[src/rtl/seg7_scan_display_if.sv]
// ----------------------------------------------------------------------------
// seg7_scan_display_if
//   Bundles the data-in and display-out signals of the 4-digit 7-segment
//   scanner so the producer side and the display driver share one connection.
//
//   value       16  data to display
//   load         1  capture value this cycle
//   seg          7  segments {g,f,e,d,c,b,a}
//   dp           1  decimal point (always inactive)
//   an           4  digit enables, an[0] = rightmost digit
//   frame_tick   1  one-cycle pulse when the digit index wraps 3->0
//
//   master : the side that supplies value/load and observes the display pins
//   slave  : the display driver itself
// ----------------------------------------------------------------------------
interface seg7_scan_display_if;
  logic [15:0] value;
  logic        load;
  logic [6:0]  seg;
  logic        dp;
  logic [3:0]  an;
  logic        frame_tick;

  modport master (
    output value, load,
    input  seg, dp, an, frame_tick
  );

  modport slave (
    input  value, load,
    output seg, dp, an, frame_tick
  );
endinterface

[src/rtl/seg7_scan_display.sv]
// ----------------------------------------------------------------------------
// seg7_scan_display
//   Shows a 16-bit value in hex on a 4-digit time-multiplexed 7-segment
//   display. A load strobe captures the value into a pending register; the
//   pending value is committed to the displayed register only at a frame
//   boundary, so a frame never mixes digits of two different values. Each
//   digit owns one slot of REFRESH_DIV cycles; the first GUARD cycles of every
//   slot keep all anodes off to avoid ghosting while segments settle.
//   Leading zero digits can be blanked (digit 0 is always shown).
//
//   Ports:
//     clk    system clock
//     reset  asynchronous, active-high reset
//     bus    seg7_scan_display_if.slave : value/load in, seg/dp/an/frame_tick out
//
//   All display outputs are registered and reflect the counter, digit index
//   and displayed value of the previous cycle.
// ----------------------------------------------------------------------------
module seg7_scan_display #(
  parameter int REFRESH_DIV    = 50000,  // cycles per digit slot, >= 4
  parameter int GUARD          = 16,     // anode-off cycles at slot start, < REFRESH_DIV
  parameter bit SEG_ACTIVE_LOW = 1'b1,
  parameter bit BLANK_LEADING  = 1'b1
) (
  input  logic                 clk,
  input  logic                 reset,
  seg7_scan_display_if.slave   bus
);

  localparam int CW = $clog2(REFRESH_DIV);

  localparam logic [6:0] SEG_OFF = SEG_ACTIVE_LOW ? 7'h7F : 7'h00;
  localparam logic [3:0] AN_OFF  = SEG_ACTIVE_LOW ? 4'hF  : 4'h0;

  // Hex digit to segment pattern, active-high form {g,f,e,d,c,b,a}.
  function automatic logic [6:0] hex_to_seg(input logic [3:0] nib);
    logic [6:0] s;
    unique case (nib)
      4'h0: s = 7'h3F;
      4'h1: s = 7'h06;
      4'h2: s = 7'h5B;
      4'h3: s = 7'h4F;
      4'h4: s = 7'h66;
      4'h5: s = 7'h6D;
      4'h6: s = 7'h7D;
      4'h7: s = 7'h07;
      4'h8: s = 7'h7F;
      4'h9: s = 7'h6F;
      4'hA: s = 7'h77;
      4'hB: s = 7'h7C;
      4'hC: s = 7'h39;
      4'hD: s = 7'h5E;
      4'hE: s = 7'h79;
      4'hF: s = 7'h71;
      default: s = 7'h00;
    endcase
    return s;
  endfunction

  // Scan and data state
  logic [CW-1:0] cnt;
  logic [1:0]    dig;
  logic [15:0]   disp;
  logic [15:0]   pend;
  logic          pend_valid;

  // Registered outputs
  logic [6:0]    seg_q;
  logic [3:0]    an_q;
  logic          frame_tick_q;

  // Combinational next-output terms
  logic          slot_end;
  logic          tick;
  logic [3:0]    nib;
  logic          blank;
  logic [6:0]    seg_hi;
  logic [3:0]    an_hi;

  assign slot_end = (cnt == CW'(REFRESH_DIV - 1));
  assign tick     = slot_end && (dig == 2'd3);
  assign nib      = disp[{dig, 2'b00} +: 4];

  // NOTE: every signal assigned in always_comb gets a default first, so no
  // path through the block leaves it unassigned and no latch is inferred.
  always_comb begin
    blank = 1'b0;
    if (BLANK_LEADING) begin
      unique case (dig)
        2'd1:    blank = (disp[15:4]  == 12'h000);
        2'd2:    blank = (disp[15:8]  == 8'h00);
        2'd3:    blank = (disp[15:12] == 4'h0);
        default: blank = 1'b0;
      endcase
    end

    seg_hi = blank ? 7'h00 : hex_to_seg(nib);
    an_hi  = 4'b0000;
    // The guard window keeps the digit dark while the segment lines move.
    if ((cnt >= CW'(GUARD)) && !blank)
      an_hi = 4'b0001 << dig;
  end

  // NOTE: state registers use non-blocking assignments so every update sees
  // the pre-edge values of the others (e.g. commit reads the old pend while a
  // simultaneous load overwrites it).
  always_ff @(posedge clk or posedge reset) begin
    if (reset) begin
      cnt          <= '0;
      dig          <= 2'd0;
      disp         <= 16'h0000;
      pend         <= 16'h0000;
      pend_valid   <= 1'b0;
      seg_q        <= SEG_OFF;
      an_q         <= AN_OFF;
      frame_tick_q <= 1'b0;
    end else begin
      if (slot_end) begin
        cnt <= '0;
        dig <= dig + 2'd1;
      end else begin
        cnt <= cnt + 1'b1;
      end

      // Commit at the frame boundary; a load in the same cycle lands in pend
      // and waits for the following frame.
      if (tick && pend_valid)
        disp <= pend;

      if (bus.load) begin
        pend       <= bus.value;
        pend_valid <= 1'b1;
      end else if (tick) begin
        pend_valid <= 1'b0;
      end

      seg_q        <= SEG_ACTIVE_LOW ? ~seg_hi : seg_hi;
      an_q         <= SEG_ACTIVE_LOW ? ~an_hi  : an_hi;
      frame_tick_q <= tick;
    end
  end

  assign bus.seg        = seg_q;
  assign bus.an         = an_q;
  assign bus.frame_tick = frame_tick_q;
  assign bus.dp         = SEG_ACTIVE_LOW;  // decimal point never lit

endmodule
[src/flat_wrapper.sv]
// flat-port wrapper written by rule: the top's interface ports become plain ports
module seg7_scan_display_flat 
#(
  parameter int REFRESH_DIV    = 50000,                                
  parameter int GUARD          = 16,                                                     
  parameter bit SEG_ACTIVE_LOW = 1'b1,
  parameter bit BLANK_LEADING  = 1'b1
)
  (clk, reset, bus_value, bus_load, bus_seg, bus_dp, bus_an, bus_frame_tick);
  seg7_scan_display_if bus_i ();
  input  logic clk;
  input  logic reset;
  input wire logic [$bits(bus_i.value)-1:0] bus_value;
  input wire logic [$bits(bus_i.load)-1:0] bus_load;
  output wire logic [$bits(bus_i.seg)-1:0] bus_seg;
  output wire logic [$bits(bus_i.dp)-1:0] bus_dp;
  output wire logic [$bits(bus_i.an)-1:0] bus_an;
  output wire logic [$bits(bus_i.frame_tick)-1:0] bus_frame_tick;
  assign bus_i.value = bus_value;
  assign bus_i.load = bus_load;
  assign bus_seg = bus_i.seg;
  assign bus_dp = bus_i.dp;
  assign bus_an = bus_i.an;
  assign bus_frame_tick = bus_i.frame_tick;
  seg7_scan_display #(.REFRESH_DIV(REFRESH_DIV), .GUARD(GUARD), .SEG_ACTIVE_LOW(SEG_ACTIVE_LOW), .BLANK_LEADING(BLANK_LEADING)) u_core (.clk(clk), .reset(reset), .bus(bus_i));
endmodule
[config.mk]
export PLATFORM = sky130hd
export DESIGN_NAME = seg7_scan_display_flat
export DESIGN_NICKNAME = d
export VERILOG_FILES = /design/src/rtl/seg7_scan_display_if.sv /design/src/rtl/seg7_scan_display.sv /design/src/flat_wrapper.sv
export SDC_FILE = /design/constraint.sdc
export NUM_CORES = 1
export LEC_CHECK = 0
export ABC_AREA = 1
export CAP_MARGIN = 20
export CORE_UTILIZATION = 55
export DETAILED_ROUTE_END_ITERATION = 10
export PLACE_DENSITY_LB_ADDON = 0.2
export REMOVE_ABC_BUFFERS = 1
export SYNTH_ARGS = -nofsm -noshare
export SYNTH_HDL_FRONTEND = slang
export SYNTH_SLANG_ARGS = --single-unit
export TNS_END_PERCENT = 20
[constraint.sdc]
create_clock -name clk -period 4.8 [get_ports clk]
set_clock_uncertainty 0.15 [all_clocks]
set_input_delay 0.96 -clock clk [delete_from_list [all_inputs] [get_ports clk]]
set_output_delay 0.96 -clock clk [all_outputs]
set_load 0.02 [all_outputs]
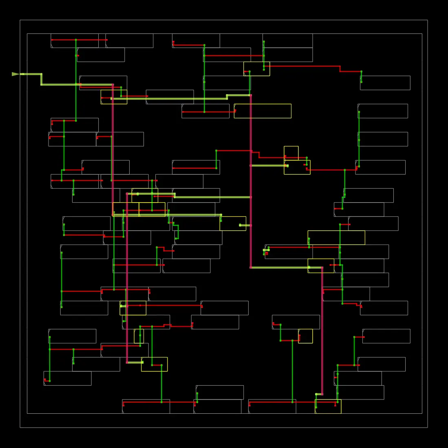
final_clocks.png
CTS Sinks: 63
seq_cells: 63
Clock Latency Late Sink: 0.35 ns
Clock group: 0.000530 W

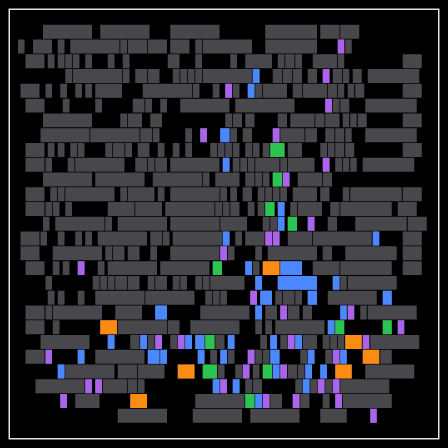
gate_families.png
green -> inverting AOI/OAI gates  # cells 11
orange -> XOR/XNOR gates  # cells 7
blue -> NOR gates  # cells 43
purple -> inverters  # cells 36
most numerous logic cell after layout: nand2_1
logic share of the area: 0.3797

==> notes.md <==
run results: met1 Use GR=0.3151, largest net degree at the start of global routing=46, DP Area=around 3600 µm², switching pwr=0.0002413 W, drt first pass iters=5, Dominant cell area share=0.4011, Logic family by area=simple AND/OR/NAND/NOR gates, Pre-Place Util=0.5785, per-cell routed wire length=12.26 µm, CTS tree=yes, Min-Delay Path Class=register to register, r2r startpoint=u_core.dig[0]$_DFFE_PP0N_, post-layout util=0.6769, sequential fraction of the synthesis area=0.4902, Clk network pwr share=0.472, crit path time final=~2.6 ns, Yosys top cell by instances=nand2_1, CTS H-tree lvls=3, Sw Ratio=0.2149, aoi share=0.01851, Worst Hold Path EP=u_core.pend[13]$_DFFE_PP0P_, mux share=0, remaining global-route overflow=0, Biggest consumer=registers, outcome=complete, no violations, busiest grt layer=met2, CP startpoint=u_core.bus.seg[6]$_DFF_PP1_, first-pass GRT wire length=11,090 µm, Dominant flop cell=dfrtp_1, DR vias=2,674, relative slew slack=0.4057, yosys stat cell total=409, Met3 Wirelength=between 200 and 300 µm, WHS Path Cells=2, CP endpoint=bus_seg[6], Post-synth area hogs=dfrtp_1 40%, nand2_1 19%, dfstp_2 8.9%, FMAX=0.3896 GHz, Highest Signal Layer=met4, Post-synth top cells=160 x nand2_1, 52 x dfrtp_1, 35 x nand3_1, Max IR drop VDD=181.1 µV, initial antenna violation count=0, PortBufs=30, Comb group=just over 0.00004 W, synth warn=0, setup bufs post-CTS=0, First DRT Iteration DRCs=176, area leader, netlist=dfrtp_1, Adder Share, Synth=0.05013, min-delay src=u_core.pend[13]$_DFFE_PP0P_, Seq pwr share=0.491, CTS Buf Count=9, layout cells sized above 1=0.1041, wire length on met2=~2900 µm, Critical Path RT=3.69 ns, RePlAce Congestion=just under 0.9, met1 WL=3027 µm, Worst setup SP type=register, Hold Buf Count CTS=0, GR Layer Usage met2=0.3609, Post-synth regs=63, Reg2Reg Depth=5, yosys xor share=0.01890, RSZ-0062 raised after global routing=false, Place WS=just under 2 ns, # diodes=0, total track usage=0.2347, dpl hpwl=4543 µm, Worst R2R End=u_core.bus.seg[1]$_DFF_PP1_, CP Buf/Inv Count=1, power share of the combinational group=0.037, area of the core=5608 µm², Yosys chip area=3244 µm², Crit path max-delay family=buffers and inverters, fin area=3796 µm², number of enable flip-flop cells=0, Mapped Avg Cell Area=7.932 µm², Pint=0.0008815 W, vias in the first global route=around 2,400, crit end category=output port, most instantiated logic cells after routing=160 x nand2_1, 52 x dfrtp_1, 35 x nand3_1, 33 x nor2_1, 30 x clkdlybuf4s50_1, Area Overhead vs Synth=17.01%, Chip Height=78.81 µm, setup TNS=0 ns, simple share=0.3556
## layout make-up
| cell class | count | area, µm² |
|---|---|---|
| inverters | 36 | 135.1 |
| clock inverters | 5 | 80.08 |
| flip-flops and latches | 63 | 1590 |
| clock buffers | 11 | 151.4 |
| repair buffers | 31 | 307.8 |
| well taps | 72 | 90.09 |
| fillers | 496 | 1812 |
| multi-input cells | 296 | 1441 |
## registers in the layout, indices dropped and copies added (netlist names)
name	count
u_core.disp	16
u_core.bus.seg	7
u_core.bus.an	4
u_core.pend	16
u_core.cnt	16
u_core.bus.frame_tick	1
u_core.dig	2
u_core.pend_valid	1
Power figures rest on the tool's default switching activity, not on a simulated workload.
